==> images/pinout.png <==
Bar = 100 um. Pins as bars across the die edge, other pins in gray.
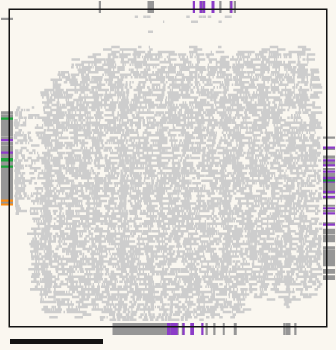
==> images/closeup.png <==
Bar = 5 um. Window x 160 to 180, y 228 to 248 um. Cells in gray, sequential cells in the stronger gray; small squares are vias.
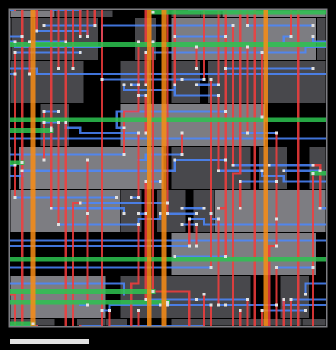
==> images/clock_nets.png <==
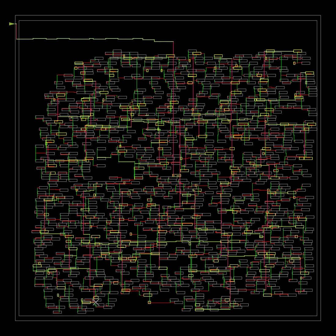
==> images/route_heat.png <==
The die is cut into 34 by 34 equal tiles; white is low, dark blue is high, scaled to the fullest tile. Values are wire area over tile area, all layers added.
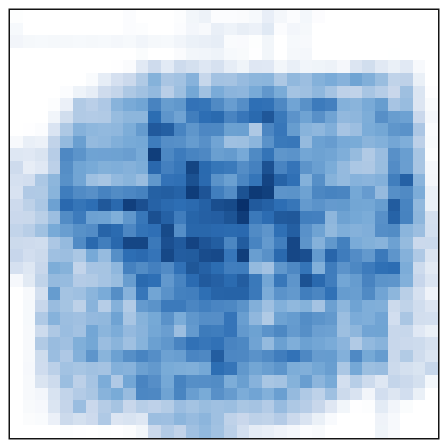
$ cat config.mk
export PLATFORM = sky130hd
export DESIGN_NAME = wb_regfile
export DESIGN_NICKNAME = d
export VERILOG_FILES = /design/src/rtl/wb_regfile.sv
export SDC_FILE = /design/constraint.sdc
export NUM_CORES = 2
export LEC_CHECK = 0
export CAP_MARGIN = 20
export CORE_MARGIN = 4
export CORE_UTILIZATION = 50
export DETAILED_ROUTE_END_ITERATION = 7
export MAX_ROUTING_LAYER = met4
export PLACE_DENSITY = 0.69
export SLEW_MARGIN = 20
export SYNTH_ARGS = -nofsm -noshare
export SYNTH_HDL_FRONTEND = slang
export SYNTH_SLANG_ARGS = --single-unit
export TNS_END_PERCENT = 100
$ cat constraint.sdc
create_clock -name clk -period 47.3 [get_ports clk]
set_input_delay 4.73 -clock clk [delete_from_list [all_inputs] [get_ports clk]]
set_output_delay 4.73 -clock clk [all_outputs]
set_load 0.05 [all_outputs]
$ cat src/rtl/wb_regfile.sv
// Writeback stage: picks the writeback source, commits it to a 32-entry register file,
// and serves two read ports with same-cycle write-through bypass plus a retired-write counter.
`timescale 1ns/1ps

module wb_regfile_rdport #(
    parameter int DATA_WIDTH = 32,
    parameter int ADDR_WIDTH = 5,
    parameter int NUM_REGS   = 32
) (
    input  logic [ADDR_WIDTH-1:0]               idx,
    input  logic [NUM_REGS-1:0][DATA_WIDTH-1:0] regs,
    input  logic                                bypWe,
    input  logic [ADDR_WIDTH-1:0]               bypIdx,
    input  logic [DATA_WIDTH-1:0]               bypData,
    output logic [DATA_WIDTH-1:0]               data
);
    always_comb begin
        data = regs[idx];
        if (idx == '0)
            data = '0;
        else if (bypWe && (idx == bypIdx))
            data = bypData;
    end
endmodule

module wb_regfile #(
    parameter int DATA_WIDTH = 32,
    parameter int ADDR_WIDTH = 5,
    parameter int NUM_REGS   = 32
) (
    input  logic                  clk,
    input  logic                  rst,
    input  logic                  RegWrite_in,
    input  logic [1:0]            MemtoReg_in,
    input  logic [DATA_WIDTH-1:0] mem_data_in,
    input  logic [DATA_WIDTH-1:0] alu_result_in,
    input  logic [DATA_WIDTH-1:0] link_addr_in,
    input  logic [ADDR_WIDTH-1:0] write_reg_in,
    input  logic [ADDR_WIDTH-1:0] read_reg1,
    input  logic [ADDR_WIDTH-1:0] read_reg2,
    output logic [DATA_WIDTH-1:0] read_data1,
    output logic [DATA_WIDTH-1:0] read_data2,
    output logic [DATA_WIDTH-1:0] wb_data_out,
    output logic                  wb_we_out,
    output logic [31:0]           wb_count
);
    localparam int NUM_PORTS = 2;

    if (NUM_REGS != 2**ADDR_WIDTH) begin : gBadCfg
        $error("wb_regfile: NUM_REGS must equal 2**ADDR_WIDTH");
    end

    logic [NUM_REGS-1:0][DATA_WIDTH-1:0]  regs;
    logic [DATA_WIDTH-1:0]                wbData;
    logic                                 wbWe;
    logic [NUM_PORTS-1:0][ADDR_WIDTH-1:0] readIdx;
    logic [NUM_PORTS-1:0][DATA_WIDTH-1:0] readData;

    // Encoding 11 is reserved and falls back to the ALU result.
    always_comb begin
        wbData = alu_result_in;
        case (MemtoReg_in)
            2'b01:   wbData = mem_data_in;
            2'b10:   wbData = link_addr_in;
            default: wbData = alu_result_in;
        endcase
    end

    assign wbWe        = RegWrite_in && (write_reg_in != '0);
    assign wb_data_out = wbData;
    assign wb_we_out   = wbWe;

    // r0 is never a write target because wbWe excludes index 0.
    always_ff @(posedge clk or posedge rst) begin
        if (rst)
            regs <= '0;
        else if (wbWe)
            regs[write_reg_in] <= wbData;
    end

    always_ff @(posedge clk or posedge rst) begin
        if (rst)
            wb_count <= '0;
        else if (wbWe)
            wb_count <= wb_count + 32'd1;
    end

    assign readIdx = {read_reg2, read_reg1};

    for (genvar p = 0; p < NUM_PORTS; p++) begin : gPort
        wb_regfile_rdport #(
            .DATA_WIDTH(DATA_WIDTH),
            .ADDR_WIDTH(ADDR_WIDTH),
            .NUM_REGS  (NUM_REGS)
        ) uPort (
            .idx    (readIdx[p]),
            .regs   (regs),
            .bypWe  (wbWe),
            .bypIdx (write_reg_in),
            .bypData(wbData),
            .data   (readData[p])
        );
    end

    assign read_data1 = readData[0];
    assign read_data2 = readData[1];
endmodule

==> job_summary.md <==
### Metrics collected by this job

| Metric | Value |
|---|---|
| Worst path cell trace | `clkdlybuf4s50_1 > nor3_2 > a21bo_1 > inv_2 > and4_4 > nor3_2 > a22oi_1 > o21ai_1 > clkdlybuf4s50_1` |
| Largest net degree at the start of global routing | `roughly 180` |
| DR top layer | `met4` |
| Setup_tns | `0 ns` |
| Gpl congestion | `0.905` |
| Main logic family after synthesis | `multiplexers` |
| Hold Path Class | `reg2reg` |
| Yosys top cell by instances | `nand2_1` |
| Count of pins over their slew limit | `0` |
| Core area | `0.109 mm^2` |
| Chip area in the Yosys report | `0.0552 mm^2` |
| Slowest-stage cell, CP | `clkdlybuf4s50_1` |
| Commonest cells in the synthesized netlist | `1104 x nand2_1, 1056 x dfrtp_1, 946 x o21ai_0` |
| Outcome | `finished, violations left` |
| Most common reg cell | `dfrtp_1` |
| Top cells excl fill/tap | `1080 x nand2_1, 1056 x dfrtp_1, 946 x o21ai_0` |
| Drt first pass iters | `8` |
| Synth Warn # | `0` |
| H-tree levels | `3` |
| Tool Warnings | `31` |
| Chip Footprint | `~0.12 mm^2` |
| Clock root buffer | `clkbuf_16` |
| Post-synth seq share | `47.8%` |
| Row count | `121` |
| Gates resized, CTS repair | `0` |
| Clock transition at path regs | `0.06 ns` |
| # DRC | `2` |
| Met1 wire length | `between 70000 and 80000 um` |
| Area share, top type | `between 40 and 50%` |
| First-pass GRT wire length | `between 200000 and 300000 um` |
| Met3 wire length | `~25000 um` |
| Endpoints failing setup | `0` |
| Adder share | `0.0679%` |
| Failing checks | `DRC` |
| Tcrit/Tclk final | `31.4%` |
| Syn_area_per_cell | `10.7 um^2` |
| RSZ-0062 raised after global routing | `false` |
| Latency at later pin | `between 0.6 and 0.7 ns` |
## Picture notes: pinout.png
legend:
  orange:
    port: `MemtoReg_in`
    pins: 2
    direction: input
    edge: west
  green:
    port: `read_reg2`
    pins: 5
    direction: input
    edge: 4 west, 1 east
  purple:
    port: `read_data1`
    pins: 32
    direction: output
    edge: 12 east, 11 south, 7 north, 2 west
all pins by edge: 92 south, 71 west, 65 east, 17 north
die height: 340 um
die width: 340 um
number of I/O port buffers: 244

## Picture notes: closeup.png
legend:
  red:
    layer: M2
  green:
    layer: M3
  orange:
    layer: M4
  blue:
    layer: M1
most frequent: dfrtp_1 (7), o21ai_0 (6), nand2_1 (5)
cells with their middle in the window: 23
netlist names of flops here include: `regs` (7)
sequential cells in the window: 7

## Picture notes: clock_nets.png
Clock Sink Count: 1056
TritonCTS buffer count: 113
Worst Clk Skew: 0.00391 ns
Power Clock: 945 uW
clock buffers: 168

## Picture notes: route_heat.png
mean over tiles: 0.30
fullest tile: 0.76
emptiest ninth of the die: north-west
nearly empty tiles: 14%
Total GRT Usage: 34.9%
via count: 44.3k
Routed WL per cell: 29.5 um

-- power breakdown --
| group | switching (uW) | internal (uW) | total, uW | leakage [uW] |
|---|---|---|---|---|
| sequential | 119 | 1050 | 1170 | 0.0141 |
| combinational | 326 | 243 | 569 | 0.0109 |
| clock | 381 | 564 | 945 | 0.00196 |
| total | 826 | 1860 | 2690 | 0.0269 |
-- layout make-up --
cell class	count	area [um^2]
inverters	46	180
clock inverters	43	539
clock buffers	168	3430
multi-input cells	3536	26600
flip-flops and latches	1056	26400
well taps	1476	1850
fillers	9089	46700
diodes	16	40.0
repair buffers	370	3470
-- worst paths after layout --
| path | startpoint | to | slack [ns] | cells after the start |
|---|---|---|---|---|
| worst max-delay path | write_reg_in[3] | read_data1[11] | 32.44 | 9 |
| worst min-delay path | regs[30]$_DFFE_PP0P_ | regs[30]$_DFFE_PP0P_ | 0.40 | 0 |
| worst max register to register | wb_count[8]$_DFFE_PP0P_ | wb_count[31]$_DFFE_PP0P_ | 45.31 | 6 |
| worst min register to register | regs[30]$_DFFE_PP0P_ | regs[30]$_DFFE_PP0P_ | 0.40 | 0 |
| max in group asynchronous | rst | regs[492]$_DFFE_PP0P_ | 39.65 | 5 |
| min in group asynchronous | rst | wb_count[29]$_DFFE_PP0P_ | 4.54 | 2 |
-- sequential cells by signal, indices dropped and copies added, names as in the netlist --
name / count
wb_count: 32
regs: 1024
-- stage by stage --
stage | worst slack [ns] | instances | cell area (um^2) | utilization, %
after floorplan | 12.85 | 5181 | 55200 | -
after global placement | 32.42 | 6480 | 58400 | 53.5
after detailed placement | 32.41 | 6480 | 58400 | 53.5
after CTS | 32.40 | 6691 | 62400 | 57.1
after global routing | 32.04 | 6706 | 62500 | 57.2
final | 32.44 | 6711 | 62600 | 57.2
Power and IR drop assume default switching activity.
